<file path="config.mk">
export PLATFORM = sky130hd
export DESIGN_NAME = button_debounce_bank
export DESIGN_NICKNAME = d
export VERILOG_FILES = /design/src/rtl/button_debounce_bank.sv
export SDC_FILE = /design/constraint.sdc
export NUM_CORES = 1
export LEC_CHECK = 0
export CAP_MARGIN = 25
export CORE_ASPECT_RATIO = 0.5
export CORE_UTILIZATION = 40
export CTS_CLUSTER_DIAMETER = 150
export DETAILED_ROUTE_END_ITERATION = 16
export SYNTH_ARGS = -nofsm -noshare
export SYNTH_HDL_FRONTEND = slang
export SYNTH_SLANG_ARGS = --single-unit
</file>
<file path="constraint.sdc">
create_clock -name clk -period 2 [get_ports clk]
set_input_delay 0.4 -clock clk [delete_from_list [all_inputs] [get_ports clk]]
set_output_delay 0.4 -clock clk [all_outputs]
set_load 0.01 [all_outputs]
</file>
<file path="src/rtl/button_debounce_bank.sv">
// Per-channel 2-flop synchroniser plus debounce FSM giving a clean level and a one-cycle press pulse.
// Optional auto-repeat pulses while held: define DEBOUNCE_AUTOREPEAT_EN.
module button_debounce_bank #(
    parameter int unsigned CHANNELS      = 4,
    parameter int unsigned STABLE_CYCLES = 500000,
    parameter int unsigned CNT_W         = 19,
    parameter int unsigned REPEAT_DELAY  = 50000000,
    parameter int unsigned REPEAT_PERIOD = 20000000
) (
    input  logic                clk,
    input  logic                rst,
    input  logic [CHANNELS-1:0] btn_raw,
    output logic [CHANNELS-1:0] btn_level,
    output logic [CHANNELS-1:0] btn_pulse,
    output logic                any_pulse
);

    localparam logic [1:0] ST_IDLE         = 2'd0;
    localparam logic [1:0] ST_PRESS_WAIT   = 2'd1;
    localparam logic [1:0] ST_HELD         = 2'd2;
    localparam logic [1:0] ST_RELEASE_WAIT = 2'd3;

    localparam logic [CNT_W-1:0] CNT_ONE  = CNT_W'(1);
    localparam logic [CNT_W-1:0] CNT_LAST = CNT_W'(STABLE_CYCLES - 1);

    // Static configuration sanity checks, evaluated at elaboration only.
    if (STABLE_CYCLES < 2) begin : g_bad_stable
        $error("button_debounce_bank: STABLE_CYCLES must be at least 2");
    end
    if ((64'(STABLE_CYCLES) >> CNT_W) != 64'd0) begin : g_bad_cnt_w
        $error("button_debounce_bank: CNT_W too narrow for STABLE_CYCLES");
    end
    if (REPEAT_PERIOD < 1 || REPEAT_DELAY < REPEAT_PERIOD) begin : g_bad_repeat
        $error("button_debounce_bank: need 1 <= REPEAT_PERIOD <= REPEAT_DELAY");
    end

    logic [CHANNELS-1:0] sync1_q;
    logic [CHANNELS-1:0] sync2_q;
    logic [1:0]          state_q [CHANNELS];
    logic [1:0]          state_d [CHANNELS];
    logic [CNT_W-1:0]    cnt_q   [CHANNELS];
    logic [CNT_W-1:0]    cnt_d   [CHANNELS];
    logic [CHANNELS-1:0] level_q;
    logic [CHANNELS-1:0] level_d;
    logic [CHANNELS-1:0] pulse_q;
    logic [CHANNELS-1:0] pulse_d;

`ifdef DEBOUNCE_AUTOREPEAT_EN
    localparam logic [31:0] REP_FIRST  = 32'(REPEAT_DELAY - 1);
    localparam logic [31:0] REP_RELOAD = 32'(REPEAT_DELAY - REPEAT_PERIOD);

    logic [31:0] rep_q [CHANNELS];
    logic [31:0] rep_d [CHANNELS];
`endif

    always_ff @(posedge clk or negedge rst) begin
        if (!rst) begin
            sync1_q <= '0;
            sync2_q <= '0;
        end else begin
            sync1_q <= btn_raw;
            sync2_q <= sync1_q;
        end
    end

    always_comb begin
        for (int unsigned i = 0; i < CHANNELS; i++) begin
            state_d[i] = state_q[i];
            cnt_d[i]   = cnt_q[i];
            level_d[i] = level_q[i];
            pulse_d[i] = 1'b0;
`ifdef DEBOUNCE_AUTOREPEAT_EN
            rep_d[i]   = rep_q[i];
`endif
            case (state_q[i])
                ST_IDLE: begin
                    if (sync2_q[i]) begin
                        state_d[i] = ST_PRESS_WAIT;
                        cnt_d[i]   = CNT_ONE;
                    end else begin
                        cnt_d[i]   = '0;
                    end
                end
                ST_PRESS_WAIT: begin
                    if (!sync2_q[i]) begin
                        state_d[i] = ST_IDLE;
                        cnt_d[i]   = '0;
                    end else if (cnt_q[i] == CNT_LAST) begin
                        state_d[i] = ST_HELD;
                        level_d[i] = 1'b1;
                        pulse_d[i] = 1'b1;
                        cnt_d[i]   = '0;
`ifdef DEBOUNCE_AUTOREPEAT_EN
                        rep_d[i]   = '0;
`endif
                    end else begin
                        cnt_d[i]   = cnt_q[i] + CNT_ONE;
                    end
                end
                ST_HELD: begin
                    if (!sync2_q[i]) begin
                        state_d[i] = ST_RELEASE_WAIT;
                        cnt_d[i]   = CNT_ONE;
                    end else begin
`ifdef DEBOUNCE_AUTOREPEAT_EN
                        // Reload lands exactly REPEAT_PERIOD cycles before the next fire point.
                        if (rep_q[i] == REP_FIRST) begin
                            pulse_d[i] = 1'b1;
                            rep_d[i]   = REP_RELOAD;
                        end else begin
                            rep_d[i]   = rep_q[i] + 32'd1;
                        end
`endif
                    end
                end
                ST_RELEASE_WAIT: begin
                    if (sync2_q[i]) begin
                        state_d[i] = ST_HELD;
                        cnt_d[i]   = '0;
                    end else if (cnt_q[i] == CNT_LAST) begin
                        state_d[i] = ST_IDLE;
                        level_d[i] = 1'b0;
                        cnt_d[i]   = '0;
`ifdef DEBOUNCE_AUTOREPEAT_EN
                        rep_d[i]   = '0;
`endif
                    end else begin
                        cnt_d[i]   = cnt_q[i] + CNT_ONE;
                    end
                end
                default: begin
                    state_d[i] = ST_IDLE;
                    cnt_d[i]   = '0;
                    level_d[i] = 1'b0;
                end
            endcase
        end
    end

    always_ff @(posedge clk or negedge rst) begin
        if (!rst) begin
            for (int unsigned i = 0; i < CHANNELS; i++) begin
                state_q[i] <= ST_IDLE;
                cnt_q[i]   <= '0;
`ifdef DEBOUNCE_AUTOREPEAT_EN
                rep_q[i]   <= '0;
`endif
            end
            level_q <= '0;
            pulse_q <= '0;
        end else begin
            for (int unsigned i = 0; i < CHANNELS; i++) begin
                state_q[i] <= state_d[i];
                cnt_q[i]   <= cnt_d[i];
`ifdef DEBOUNCE_AUTOREPEAT_EN
                rep_q[i]   <= rep_d[i];
`endif
            end
            level_q <= level_d;
            pulse_q <= pulse_d;
        end
    end

    assign btn_level = level_q;
    assign btn_pulse = pulse_q;
    assign any_pulse = |pulse_q;

endmodule

</file>
Fig. 1: run 1, routing congestion
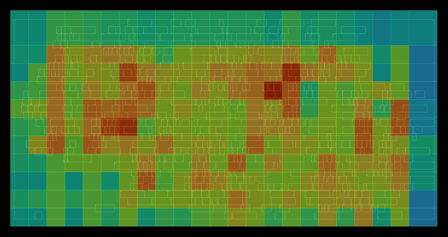
met2 Use GR: 0.276
Tot GR Track Use: 0.181

Fig. 2: run 1, sizing map
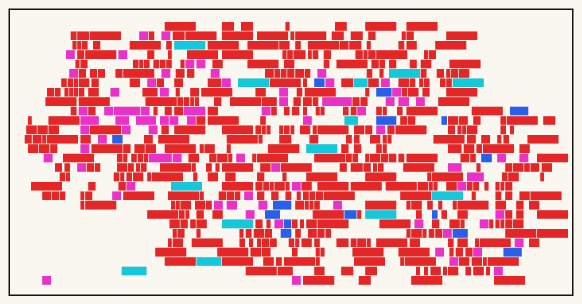
Key: _3 and _4 cells = magenta [cells 75, most used buf_4]; _2 cells = blue [cells 15, most used a21oi_2]; _6 and larger = cyan [cells 13, most used clkbuf_16]; _0 and _1 cells = red [cells 508, most used dfrtp_1]

Fig. 3: run 1, I/O nets highlighted
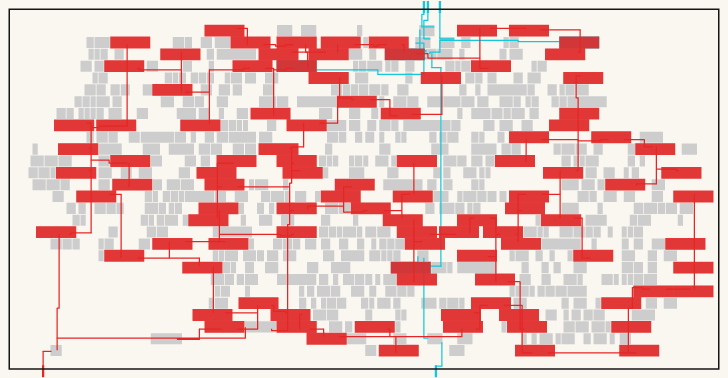
Key: `rst` = red [bits 1, direction input, edge bottom, end cells 100, buffers 3, wire 909 um]; `btn_pulse` = cyan [bits 4, direction output, edge 3 top, 1 bottom, end cells 4, buffers 5, wire 193 um]
buffers added on ports: 14
number of top-level pins: 15

==> run_results.csv, run 1 <==
group,metric,value,unit
timing,setup_ws,0.0584,ns
floorplanning,die.size.y,82.3,um
critical_path,timing.rr.start,"cnt_q[68]",
job,max_cap_viol_count,0,
cells_and_area,post_route_cells_drive_above_1_share,0.169,
yosys,enable_flop_cells,0,
cells_and_area,fillerInstances,1128,
timing,hold_violations,10,
cells_and_area,clockNetworkAreaShare,0.0416,
floorplanning,die_w,163,um
yosys,netlist_top_cells_count,"sky130_fd_sc_hd__dfrtp_1, sky130_fd_sc_hd__nand2_1, sky130_fd_sc_hd__nor2_1",
cells_and_area,logic_gate_count,403,
clock_network,post_cts_resize_count,3,
place,dpl_cell_area,0.00589,sq mm
yosys,post_synth_instance_area,0.00515,sq mm
critical_path,critPathCapture,"btn_level[0]",
outcome,violations_in_the_final_reports,"hold timing",
min_path,min-delay-path-class,"input port to asynchronous set/reset pin",
outcome,outcome,"finished with violations",
timing,final.period_utilization,0.971,
critical_path,cp-end-kind,"flop",
routing,routed_via_density,5.37,
yosys,synthAdderAreaFrac,0.00971,
routing,drt_iter0_markers,211,
critical_path,timing.critical_path.slowest_cell_delay,0.57,ns
global_route,grt.met3_usage,0.0455,
timing,whs,-0.00849,ns
yosys,synth-seq-area-share,0.486,
routing,topRoutingLayerUsed,"met4",
yosys,postSynthNetCount,548,
clock_network,cts_buffer_count,9,
global_route,grt_remaining_overflow,0,
cells_and_area,design.final.nets,617,
yosys,topCellsByArea,"sky130_fd_sc_hd__dfrtp_1, sky130_fd_sc_hd__xor2_1, sky130_fd_sc_hd__nand2_1",
--- run 2 (diff from run 1) ---
Settings changed: CORE_UTILIZATION 40 to 55, DONT_BUFFER_PORTS from default to 1, PLACE_DENSITY from default to 0.73.
Clock period 2 ns to 1.6 ns, I/O delays scaled along.
Fig. 4: run 2, routing congestion
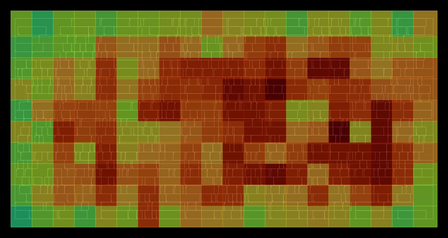
met2 Use GR: 0.545
end-of-flow core utilization: 0.868
Routed WL per cell: 21.0 um
Top Usage Layer GRT: met2

Fig. 5: run 2, placed cells, one colour a class
Scale bar: 50 um.
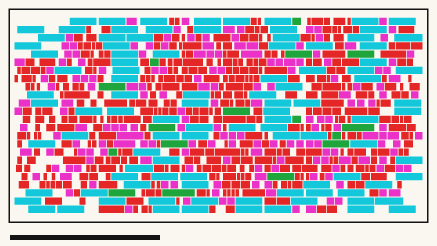
Key: combinational and other logic = red [cells 416]; other buffers and delay cells = magenta [cells 179]; flops = cyan [cells 100]; clock drivers and dummy loads = green [cells 16]

==> run_results.csv, run 2 <==
group,metric,value,unit
place,dp.cells,774,
cells_and_area,post_route_cells_drive_above_1_share,0.449,
global_route,first_global_vias,4962,
yosys,yosys_cells,538,
outcome,violations_in_the_final_reports,"hold timing, setup timing",
routing,firstDrtPassIters,9,
yosys,topCellsByArea,"sky130_fd_sc_hd__dfrtp_1, sky130_fd_sc_hd__xor2_1, sky130_fd_sc_hd__nand2_1",
timing,hold_violations,100,
yosys,netlist_top_cells_count,"sky130_fd_sc_hd__dfrtp_1, sky130_fd_sc_hd__nand2_1, sky130_fd_sc_hd__nor2_1",
place,dp.final_hpwl,8.74,mm
routing,routed_via_density,6.45,
global_route,grt.met3_usage,0.0645,
clock_network,holdBufCountCts,4,
clock_network,cts_buffer_count,9,
critical_path,timing.rr.start,"cnt_q[58]",
clock_network,post_cts_resize_count,74,
timing,whs,-0.342,ns
cells_and_area,fillerInstances,397,
cells_and_area,design.final.nets,716,
timing,setup_viol,74,
min_path,min-delay-path-class,"input port to asynchronous set/reset pin",
yosys,enable_flop_cells,0,
timing,setup_ws,-0.461,ns
routing,drt_iter0_markers,473,
yosys,synth_warnings,0,
outcome,outcome,"finished with violations",
global_route,gr-usage-all-layers,0.313,
yosys,post_synth_mux_area_share,0.0121,
cells_and_area,seq_area_frac,0.325,
critical_path,critPathCapture,"cnt_q[69]",
job,max_cap_viol_count,0,
place,preCtsSetupSlack,-0.342,ns
place,numPortBuffers,0,
yosys,ys_ff,100,
place,dpl_cell_area,0.00647,sq mm
floorplanning,die_w,139,um
timing,final.period_utilization,1.29,
yosys,post_synth_instance_area,0.00515,sq mm
timing,tns,-16.16,ns
cells_and_area,layout.area.top_class,"logic gates",
yosys,synth-seq-area-share,0.486,
yosys,yosys.area_share.simple,0.258,
yosys,synthAdderAreaFrac,0.00971,
floorplanning,num_io_pins,15,
cells_and_area,logic_gate_count,404,
yosys,postSynthNetCount,548,
Fig. 6: run 2, wire density map
Scale bar: 50 um. 28 x 14 tiles, from dark purple (low) to yellow (high), scaled to the fullest tile. Values are wire area over tile area, all layers added.
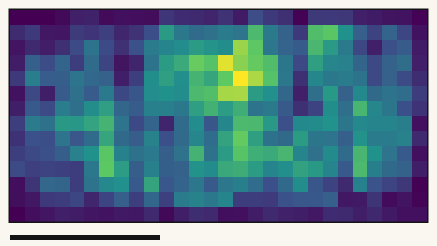
18% of the tiles are over half the peak. The emptiest ninth of the die: upper left. The mean over all tiles is 0.30.

